**src/rtl/bus_copy_engine.sv**
```systemverilog
// Memory-bus copy engine: moves a block of 32-bit words from a source to a destination range.
// Optional pattern fill (no source reads) is compiled in with `define BUS_COPY_FILL_EN.
//
// state    | meaning
// ---------+-------------------------------------------------------------
// IDLE     | waiting for cfg_go; zero-length go only pulses done
// RD_REQ   | read start pulse at the current source address
// RD_ACK   | waiting for the responder to raise busy
// RD_WAIT  | waiting for busy to fall, then capture q into the buffer
// WR_REQ   | write start pulse of the buffer to the current destination
// WR_ACK   | waiting for the responder to raise busy
// WR_WAIT  | waiting for busy to fall, then step counters
// DONE     | one-cycle completion pulse
module bus_copy_engine #(
   parameter int ADDR_W = 27,
   parameter int LEN_W  = 16
) (
   input  logic              clk,
   input  logic              nreset,
   input  logic [ADDR_W-1:0] cfg_src,
   input  logic [ADDR_W-1:0] cfg_dst,
   input  logic [LEN_W-1:0]  cfg_len,
   input  logic              cfg_go,
   input  logic              cfg_abort,
`ifdef BUS_COPY_FILL_EN
   input  logic              cfg_fill,
   input  logic [31:0]       cfg_pattern,
`endif
   output logic              active,
   output logic              done,
   output logic [LEN_W-1:0]  remaining,
   output logic [ADDR_W-1:0] address,
   output logic [31:0]       data,
   output logic              we,
   output logic              start,
   input  logic              busy,
   input  logic [31:0]       q
);

   typedef enum logic [2:0] {
      S_IDLE, S_RD_REQ, S_RD_ACK, S_RD_WAIT, S_WR_REQ, S_WR_ACK, S_WR_WAIT, S_DONE
   } state_t;

   localparam logic [ADDR_W-1:0] ADDR_ONE = ADDR_W'(1);
   localparam logic [LEN_W-1:0]  LEN_ONE  = LEN_W'(1);

   state_t            state, state_next;
   logic [ADDR_W-1:0] src_q, dst_q, address_q;
   logic [LEN_W-1:0]  remaining_q;
   logic [31:0]       buf_q;
   logic              we_q, abort_q, zero_done_q;
   logic              go_ok, wr_last, fill_mode, fill_start;

`ifdef BUS_COPY_FILL_EN
   logic fill_q;
   assign fill_mode  = fill_q;
   assign fill_start = cfg_fill;
`else
   assign fill_mode  = 1'b0;
   assign fill_start = 1'b0;
`endif

   assign go_ok   = cfg_go && (cfg_len != '0);
   // A pending abort finishes the current word, never splits a read from its write.
   assign wr_last = (remaining_q == LEN_ONE) || abort_q || cfg_abort;

   always_ff @(posedge clk or negedge nreset) begin
      if (!nreset) state <= S_IDLE;
      else         state <= state_next;
   end

   always_comb begin
      state_next = state;
      unique case (state)
         S_IDLE:    if (go_ok) state_next = fill_start ? S_WR_REQ : S_RD_REQ;
         S_RD_REQ:  state_next = S_RD_ACK;
         S_RD_ACK:  if (busy) state_next = S_RD_WAIT;
         S_RD_WAIT: if (!busy) state_next = S_WR_REQ;
         S_WR_REQ:  state_next = S_WR_ACK;
         S_WR_ACK:  if (busy) state_next = S_WR_WAIT;
         S_WR_WAIT: if (!busy) begin
            if (wr_last)        state_next = S_DONE;
            else if (fill_mode) state_next = S_WR_REQ;
            else                state_next = S_RD_REQ;
         end
         S_DONE:    state_next = S_IDLE;
         default:   state_next = S_IDLE;
      endcase
   end

   always_comb begin
      active = (state != S_IDLE);
      start  = (state == S_RD_REQ) || (state == S_WR_REQ);
      done   = (state == S_DONE) || zero_done_q;
   end

   assign address   = address_q;
   assign data      = buf_q;
   assign we        = we_q;
   assign remaining = remaining_q;

   // Bus address and we are loaded one edge ahead of the request state so they are
   // stable from the start pulse until the transaction ends.
   always_ff @(posedge clk or negedge nreset) begin
      if (!nreset) begin
         src_q       <= '0;
         dst_q       <= '0;
         address_q   <= '0;
         remaining_q <= '0;
         buf_q       <= '0;
         we_q        <= 1'b0;
         abort_q     <= 1'b0;
         zero_done_q <= 1'b0;
`ifdef BUS_COPY_FILL_EN
         fill_q      <= 1'b0;
`endif
      end else begin
         zero_done_q <= (state == S_IDLE) && cfg_go && (cfg_len == '0);

         if (state_next == S_IDLE)                  abort_q <= 1'b0;
         else if ((state != S_IDLE) && cfg_abort)   abort_q <= 1'b1;

         unique case (state)
            S_IDLE: if (go_ok) begin
               src_q       <= cfg_src;
               dst_q       <= cfg_dst;
               remaining_q <= cfg_len;
`ifdef BUS_COPY_FILL_EN
               fill_q      <= cfg_fill;
               if (cfg_fill) begin
                  buf_q     <= cfg_pattern;
                  address_q <= cfg_dst;
                  we_q      <= 1'b1;
               end else begin
                  address_q <= cfg_src;
                  we_q      <= 1'b0;
               end
`else
               address_q   <= cfg_src;
               we_q        <= 1'b0;
`endif
            end
            S_RD_WAIT: if (!busy) begin
               buf_q     <= q;
               address_q <= dst_q;
               we_q      <= 1'b1;
            end
            S_WR_WAIT: if (!busy) begin
               remaining_q <= remaining_q - LEN_ONE;
               dst_q       <= dst_q + ADDR_ONE;
               if (!fill_mode) src_q <= src_q + ADDR_ONE;
               if (wr_last) begin
                  we_q <= 1'b0;
               end else if (fill_mode) begin
                  address_q <= dst_q + ADDR_ONE;
               end else begin
                  address_q <= src_q + ADDR_ONE;
                  we_q      <= 1'b0;
               end
            end
            default: ;
         endcase
      end
   end

endmodule

```
**config.mk**
```make
export PLATFORM = sky130hd
export DESIGN_NAME = bus_copy_engine
export DESIGN_NICKNAME = d
export VERILOG_FILES = /design/src/rtl/bus_copy_engine.sv
export SDC_FILE = /design/constraint.sdc
export NUM_CORES = 1
export LEC_CHECK = 0
export CORE_MARGIN = 2
export CORE_UTILIZATION = 40
export CTS_CLUSTER_DIAMETER = 50
export DETAILED_ROUTE_END_ITERATION = 10
export PLACE_DENSITY = 0.81
export SYNTH_ARGS = -nofsm -noshare
export SYNTH_HDL_FRONTEND = slang
export SYNTH_SLANG_ARGS = --single-unit
```
**constraint.sdc**
```tcl
create_clock -name clk -period 2.4 [get_ports clk]
set_clock_uncertainty 0.15 [all_clocks]
set_input_delay 0.48 -clock clk [delete_from_list [all_inputs] [get_ports clk]]
set_output_delay 0.48 -clock clk [all_outputs]
set_load 0.01 [all_outputs]
```
Figure 1. The metal 4 layer.
(3 px per micron) Supply wires on this layer in gray. Cells faint in the background.
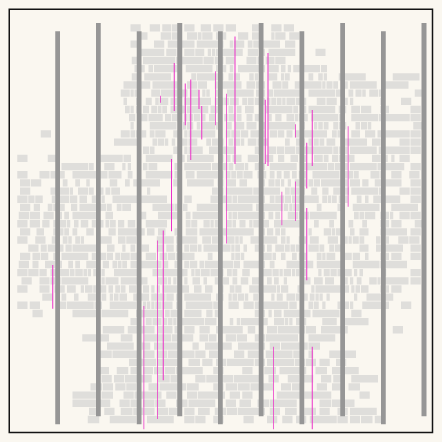
share of all routed wire: 2.5%
wire length on this layer: 596 microns
longest straight run: 59.2 microns
main direction: vertical

Figure 2. A small window of the routed layout.
Region (80, 80) to (130, 130) microns. Cells in gray, sequential cells in the stronger gray; small squares are vias.
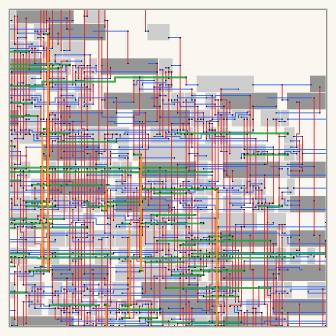
| color | layer |
|---|---|
| red | M2 |
| orange | M4 |
| blue | M1 |
| green | M3 |
cells with their middle in the window: 191
netlist names of flops here include: dst_q (10), address (8), src_q (8)
most frequent: nand2_1 (29), a21oi_1 (27), dfrtp_1 (26)
sequential cells in the window: 26

Figure 3. Met3 routing.
(3 px per micron) Cells faint in the background.
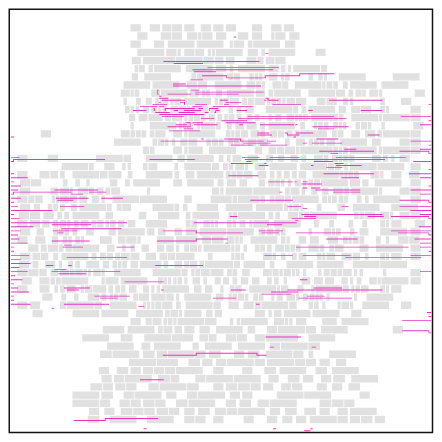
wire length on this layer: 1980 microns
longest straight run: 46.5 microns
share of all routed wire: 8.4%
main direction: horizontal

==> results.yml <==
# yosys + openroad results
logic_synthesis:
  yosys-mux-area-fraction_pct: 5.10
  ys_sh_simple_pct: 17.8
  yosys.area.top_type_share_pct: 45.3
  number_of_nets_produced_by_synthesis: 947
  edf_count: 0
  combined_area_of_all_synthesized_cells_sq_mm: 0.00746
  post_synth_main_area_contributors: "dfrtp_1 (45%), a21oi_1 (5.8%), nand2_1 (5.2%)"
setup_path:
  r2r_cells: 6
  worst_setup_path_endpoint: "remaining[13]"
  path_cells: "or4_4, or3_1, or2_2, o21a_1, o21ai_0, o21ai_1"
cts:
  cts_setup_buffers: 0
  tritoncts: "built"
layout:
  largest_register_ff_count: 32
  top_cells_excl_fill_tap: "clkdlybuf4s50_1 (181), dfrtp_1 (133), nand2_1 (102), a21oi_1 (87), o21ai_0 (63)"
  clock_buffer_count: 24
  comb_cells: 626
pwr:
  comb_power_uw: 7420
  total_net_switching_power_uw: 5880
  p_seq_uw: 4540
  ir_drop_worst_vdd_mv: 0.748
  p_leak_uw: 0.00425
final_timing:
  final-hold-violation-count: 0
  fmaxAchievable_mhz: 431
  postLayoutSetupSlackWorst_ps: 81.6
global_route:
  number_of_global_route_vias_before_repair: 7296
routing:
  first_iter_violations: 881
die:
  total_i_o_pin_count: 186
status:
  outcome: "completed"
Figure 4. Pin placement.
(3 px per micron) Pins as bars across the die edge, other pins in gray.
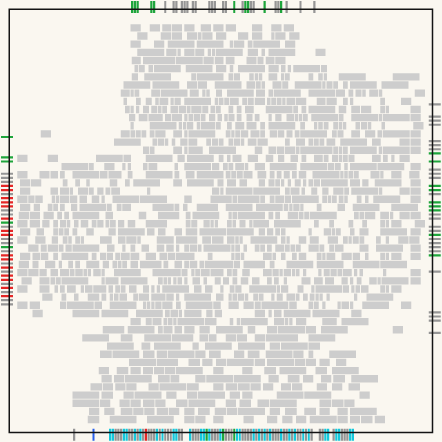
| color | port | pins | direction | edge |
|---|---|---|---|---|
| red | cfg_len | 16 | input | 15 west, 1 south |
| green | cfg_dst | 27 | input | 10 north, 9 east, 5 west, 3 south |
| blue | nreset | 1 | input | south |
| cyan | data | 32 | output | south |
all pins by edge: 86 south, 36 west, 33 east, 31 north
total of buffers placed on input and output ports: 185
chip height: 141 microns
overall die width: 141 microns

Figure 5. Clock nets.
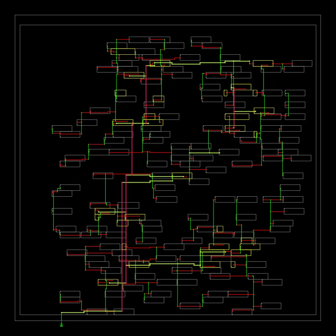
worst skew pair latency: 420 ps
Clk power: 2750 uW
CTS Buf Count: 17
total number of clock tree sinks: 135
number of sequential cells in the layout: 135

Power and IR drop assume default switching activity.
